### src/rtl/alu_pkg.sv
// Shared definitions for the ALU issue sequencer: opcodes, ALU strobe bit
// positions, FSM states and opcode classification helpers.
package alu_pkg;

  localparam logic [3:0] OP_NOP = 4'd0;
  localparam logic [3:0] OP_ADD = 4'd1;
  localparam logic [3:0] OP_SUB = 4'd2;
  localparam logic [3:0] OP_LSH = 4'd3;
  localparam logic [3:0] OP_RSH = 4'd4;
  localparam logic [3:0] OP_AND = 4'd5;
  localparam logic [3:0] OP_OR  = 4'd6;
  localparam logic [3:0] OP_XOR = 4'd7;
  localparam logic [3:0] OP_INV = 4'd8;
  localparam logic [3:0] OP_LDI = 4'd9;

  localparam int ALU_OP_W = 9;
  localparam int IDX_ADD  = 0;
  localparam int IDX_SUB  = 1;
  localparam int IDX_LSR  = 2;
  localparam int IDX_LSH  = 3;
  localparam int IDX_RSH  = 4;
  localparam int IDX_AND  = 5;
  localparam int IDX_OR   = 6;
  localparam int IDX_XOR  = 7;
  localparam int IDX_INV  = 8;

  typedef enum logic [1:0] {
    S_IDLE = 2'd0,
    S_LOAD = 2'd1,
    S_EXEC = 2'd2,
    S_WB   = 2'd3
  } state_t;

  // Execution strobe for an opcode; zero for NOP, LDI and illegal codes.
  function automatic logic [ALU_OP_W-1:0] op_strobe(input logic [3:0] op);
    logic [ALU_OP_W-1:0] s;
    s = '0;
    case (op)
      OP_ADD:  s[IDX_ADD] = 1'b1;
      OP_SUB:  s[IDX_SUB] = 1'b1;
      OP_LSH:  s[IDX_LSH] = 1'b1;
      OP_RSH:  s[IDX_RSH] = 1'b1;
      OP_AND:  s[IDX_AND] = 1'b1;
      OP_OR:   s[IDX_OR]  = 1'b1;
      OP_XOR:  s[IDX_XOR] = 1'b1;
      OP_INV:  s[IDX_INV] = 1'b1;
      default: s = '0;
    endcase
    return s;
  endfunction

  function automatic logic is_alu_op(input logic [3:0] op);
    return (op >= OP_ADD) && (op <= OP_INV);
  endfunction

  function automatic logic is_shift_op(input logic [3:0] op);
    return (op == OP_LSH) || (op == OP_RSH);
  endfunction

endpackage

### src/rtl/alu_regfile.sv
// Small flop-based register file: one write port, two read ports whose values
// the sequencer latches on accept, a debug read port and a synchronous clear.
module alu_regfile #(
  parameter int NREGS = 4
) (
  input  logic       clk,
  input  logic       i_clr,
  input  logic       i_we,
  input  logic [1:0] i_waddr,
  input  logic [3:0] i_wdata,
  input  logic [1:0] i_raddr1,
  input  logic [1:0] i_raddr2,
  input  logic [1:0] i_dbg_addr,
  output logic [3:0] o_rdata1,
  output logic [3:0] o_rdata2,
  output logic [3:0] o_dbg_data
);

  logic [3:0] r_regs [NREGS];

  always_ff @(posedge clk) begin
    if (i_clr) begin
      for (int i = 0; i < NREGS; i++) begin
        r_regs[i] <= 4'd0;
      end
    end else if (i_we) begin
      r_regs[i_waddr] <= i_wdata;
    end
  end

  assign o_rdata1   = r_regs[i_raddr1];
  assign o_rdata2   = r_regs[i_raddr2];
  assign o_dbg_data = r_regs[i_dbg_addr];

endmodule

### src/rtl/alu_sequencer.sv
// Issue controller for the 4-bit ALU: accepts one instruction at a time,
// sequences the LSR preload / execute strobes and writes the result back.
module alu_sequencer
  import alu_pkg::*;
#(
  parameter int ALU_LATENCY = 1,
  parameter int NREGS       = 4
) (
  input  logic                clk,
  input  logic                reset,
  input  logic                instr_valid,
  output logic                instr_ready,
  input  logic [3:0]          instr_op,
  input  logic [1:0]          instr_rd,
  input  logic [1:0]          instr_rs1,
  input  logic [1:0]          instr_rs2,
  input  logic [3:0]          instr_imm,
  output logic [ALU_OP_W-1:0] alu_op,
  output logic [3:0]          alu_in1,
  output logic [3:0]          alu_in2,
  input  logic [3:0]          alu_out,
  input  logic                alu_overflow,
  output logic                done,
  output logic                err,
  output logic                flag_v,
  input  logic [1:0]          dbg_addr,
  output logic [3:0]          dbg_data
);

  localparam logic [1:0] CNT_INIT = 2'(ALU_LATENCY - 1);

  state_t              r_state;
  logic [1:0]          r_cnt;
  logic [3:0]          r_op;
  logic [3:0]          r_imm;
  logic [1:0]          r_rd;
  logic [ALU_OP_W-1:0] r_alu_op;
  logic [3:0]          r_alu_in1;
  logic [3:0]          r_alu_in2;
  logic                r_done;
  logic                r_err;
  logic                r_flag_v;

  logic                w_wb_alu;
  logic                w_we;
  logic [3:0]          w_wdata;
  logic [3:0]          w_rdata1;
  logic [3:0]          w_rdata2;

  assign w_wb_alu = is_alu_op(r_op);
  assign w_we     = (r_state == S_WB) && (w_wb_alu || (r_op == OP_LDI));
  assign w_wdata  = w_wb_alu ? alu_out : r_imm;

  alu_regfile #(
    .NREGS(NREGS)
  ) u_regfile (
    .clk       (clk),
    .i_clr     (reset),
    .i_we      (w_we),
    .i_waddr   (r_rd),
    .i_wdata   (w_wdata),
    .i_raddr1  (instr_rs1),
    .i_raddr2  (instr_rs2),
    .i_dbg_addr(dbg_addr),
    .o_rdata1  (w_rdata1),
    .o_rdata2  (w_rdata2),
    .o_dbg_data(dbg_data)
  );

  // Operands are captured into the alu_in registers on accept, so later
  // writebacks cannot disturb an instruction already in flight.
  always_ff @(posedge clk) begin
    if (reset) begin
      r_state   <= S_IDLE;
      r_cnt     <= 2'd0;
      r_op      <= OP_NOP;
      r_imm     <= 4'd0;
      r_rd      <= 2'd0;
      r_alu_op  <= '0;
      r_alu_in1 <= 4'd0;
      r_alu_in2 <= 4'd0;
      r_done    <= 1'b0;
      r_err     <= 1'b0;
      r_flag_v  <= 1'b0;
    end else begin
      r_done <= 1'b0;
      r_err  <= 1'b0;
      case (r_state)
        S_IDLE: begin
          if (instr_valid) begin
            r_op      <= instr_op;
            r_rd      <= instr_rd;
            r_imm     <= instr_imm;
            r_alu_in1 <= w_rdata1;
            r_alu_in2 <= w_rdata2;
            if (is_shift_op(instr_op)) begin
              r_state  <= S_LOAD;
              r_alu_op <= ALU_OP_W'(1) << IDX_LSR;
            end else if (is_alu_op(instr_op)) begin
              r_state  <= S_EXEC;
              r_cnt    <= CNT_INIT;
              r_alu_op <= op_strobe(instr_op);
            end else begin
              r_state <= S_WB;
            end
          end
        end
        S_LOAD: begin
          r_state  <= S_EXEC;
          r_cnt    <= CNT_INIT;
          r_alu_op <= op_strobe(r_op);
        end
        S_EXEC: begin
          if (r_cnt == 2'd0) begin
            r_state <= S_WB;
          end else begin
            r_cnt <= r_cnt - 2'd1;
          end
        end
        S_WB: begin
          r_state  <= S_IDLE;
          r_alu_op <= '0;
          r_done   <= 1'b1;
          r_err    <= (r_op > OP_LDI);
          if ((r_op == OP_ADD) || (r_op == OP_SUB)) begin
            r_flag_v <= alu_overflow;
          end
        end
        default: r_state <= S_IDLE;
      endcase
    end
  end

  assign instr_ready = (r_state == S_IDLE);
  assign alu_op      = r_alu_op;
  assign alu_in1     = r_alu_in1;
  assign alu_in2     = r_alu_in2;
  assign done        = r_done;
  assign err         = r_err;
  assign flag_v      = r_flag_v;

endmodule

### config.mk
export PLATFORM = sky130hd
export DESIGN_NAME = alu_sequencer
export DESIGN_NICKNAME = d
export VERILOG_FILES = /design/src/rtl/alu_pkg.sv /design/src/rtl/alu_regfile.sv /design/src/rtl/alu_sequencer.sv
export SDC_FILE = /design/constraint.sdc
export NUM_CORES = 1
export LEC_CHECK = 0
export CAP_MARGIN = 20
export CELL_PAD_IN_SITES_DETAIL_PLACEMENT = 2
export CELL_PAD_IN_SITES_GLOBAL_PLACEMENT = 2
export CORE_MARGIN = 2
export CORE_UTILIZATION = 35
export DETAILED_ROUTE_END_ITERATION = 10
export GPL_TIMING_DRIVEN = 0
export PLACE_DENSITY = 0.9
export SETUP_SLACK_MARGIN = 0.5
export SYNTH_ARGS = -nofsm -noshare
export SYNTH_HDL_FRONTEND = slang
export SYNTH_SLANG_ARGS = --single-unit
### constraint.sdc
create_clock -name clk -period 3.7 [get_ports clk]
set_clock_uncertainty 0.15 [all_clocks]
set_input_delay 0.555 -clock clk [delete_from_list [all_inputs] [get_ports clk]]
set_output_delay 0.555 -clock clk [all_outputs]
set_load 0.02 [all_outputs]
### Layout detail

Window x 30 to 60, y 12 to 42 microns. Cells in gray, sequential cells in the stronger gray; small squares are vias.
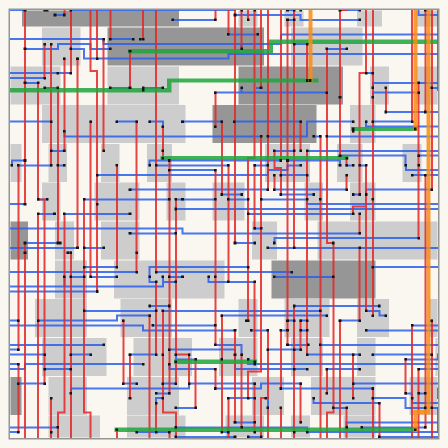
M4 -> orange
M1 -> blue
M3 -> green
M2 -> red
most frequent = nor2_1 (6)
sequential cells in the window = 4
cells with their middle in the window = 50
netlist names of flops here include = r_op (2)

==> deck_impl_summary.md <==
Key Metrics from the Run

Final layout
  • Top Layout Cells: 46 x clkdlybuf4s50_1, 39 x nand2_1, 34 x dfxtp_1, 33 x nor2_1, 25 x a21oi_1
  • # diodes: 0
  • Most used logic cell in the final layout: clkdlybuf4s50_1
  • Non-filler cells, final: 406
  • Final instance area: 3250 sq um

Detailed routing
  • Final WL: 8350 microns
  • Via Count: 2183
  • Detailed-route wire length per cell: 20.6 microns
  • WL met3: 236 microns
  • DRC: 0
  • Vias per inst: 5.38

Clock network
  • CTS Root Cell: clkbuf_8
  • Setup Buffers After CTS: 0
  • H-tree depth: 2
  • TritonCTS clock tree: yes

Worst hold path
  • Worst hold endpoint: alu_in1[1]$_SDFFE_PP0P_
  • Hold Path Cell Cnt: 2
  • Worst hold path type: reg2reg
  • Hold_sp: alu_in1[1]$_SDFFE_PP0P_

Synth
  • Distinct lib cells used: 47
  • Average size of a mapped cell: 10.1 sq um
  • And+or+nand+nor area frac: 19.5%
  • Top logic family: simple AND/OR/NAND/NOR gates
  • Yosys reg bits: 50
  • Post-synthesis cell count from yosys: 253
  • Synth Cell Area: 2550 sq um
  • Adder Area Share: 2.45%
  • Count leader, synth: nand2_1

Global routing
  • First-pass GRT wire length: 12800 microns
  • M2 GR Usage: 39.9%
  • M1 GR Usage: 26.5%

Flow run
  • Max-cap violations: 0

Final timing
  • Achievable Freq: 328 MHz
  • Rel. slew slack: 51.0%
  • # setup viols final: 0

Worst setup path
  • Critical Path Source Type: input port
  • Crit end category: primary output
  • Setup crit end: dbg_data[0]
  • Critical Path RT: 2.99 ns

Placed design
  • Placed Cells incl. Taps: 398

Pwr
  • PwrDens: 613 nW/um^2

Floorplan
  • Core Area: 7140 sq um

Run status
  • Status: complete, no violations
### Routed clock nets over the placement

(4 px per micron)
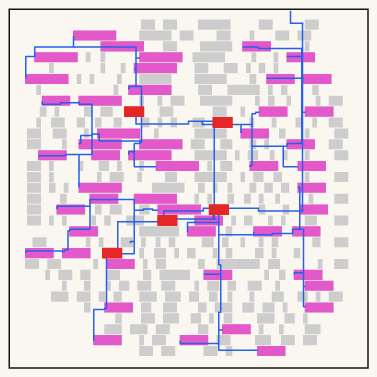
flip-flops -> magenta  # count 50
clock-net drivers -> red  # count 5
clock wires -> blue  # length 675 microns
routed clock nets = 6
Worst-Skew Late Latency: 0.31 ns
clock network power: 408 uW

layout make-up:
| type | instances | area (sq um) |
|---|---|---|
| sequential | 50 | 1160 |
| timing repair buffer | 46 | 460 |
| tap | 99 | 124 |
| fill | 781 | 3890 |
| clock buffer | 5 | 68.8 |
| clock inverter | 3 | 47.5 |
| buffer | 15 | 95.1 |
| inverter | 10 | 37.5 |
| multi-input combinational | 178 | 1250 |
power by group:
part           total [mW]  internal, mW  switching, mW
registers           0.713         0.653         0.0601
clock network       0.408         0.207          0.202
logic               0.870         0.352          0.518
total                1.99          1.21          0.780
worst max-delay path, cell delays in order:
cell and delay, ns:
clkdlybuf4s50_1 0.64, mux4_2 0.57, clkdlybuf4s50_1 0.58
Power and IR drop assume default switching activity.
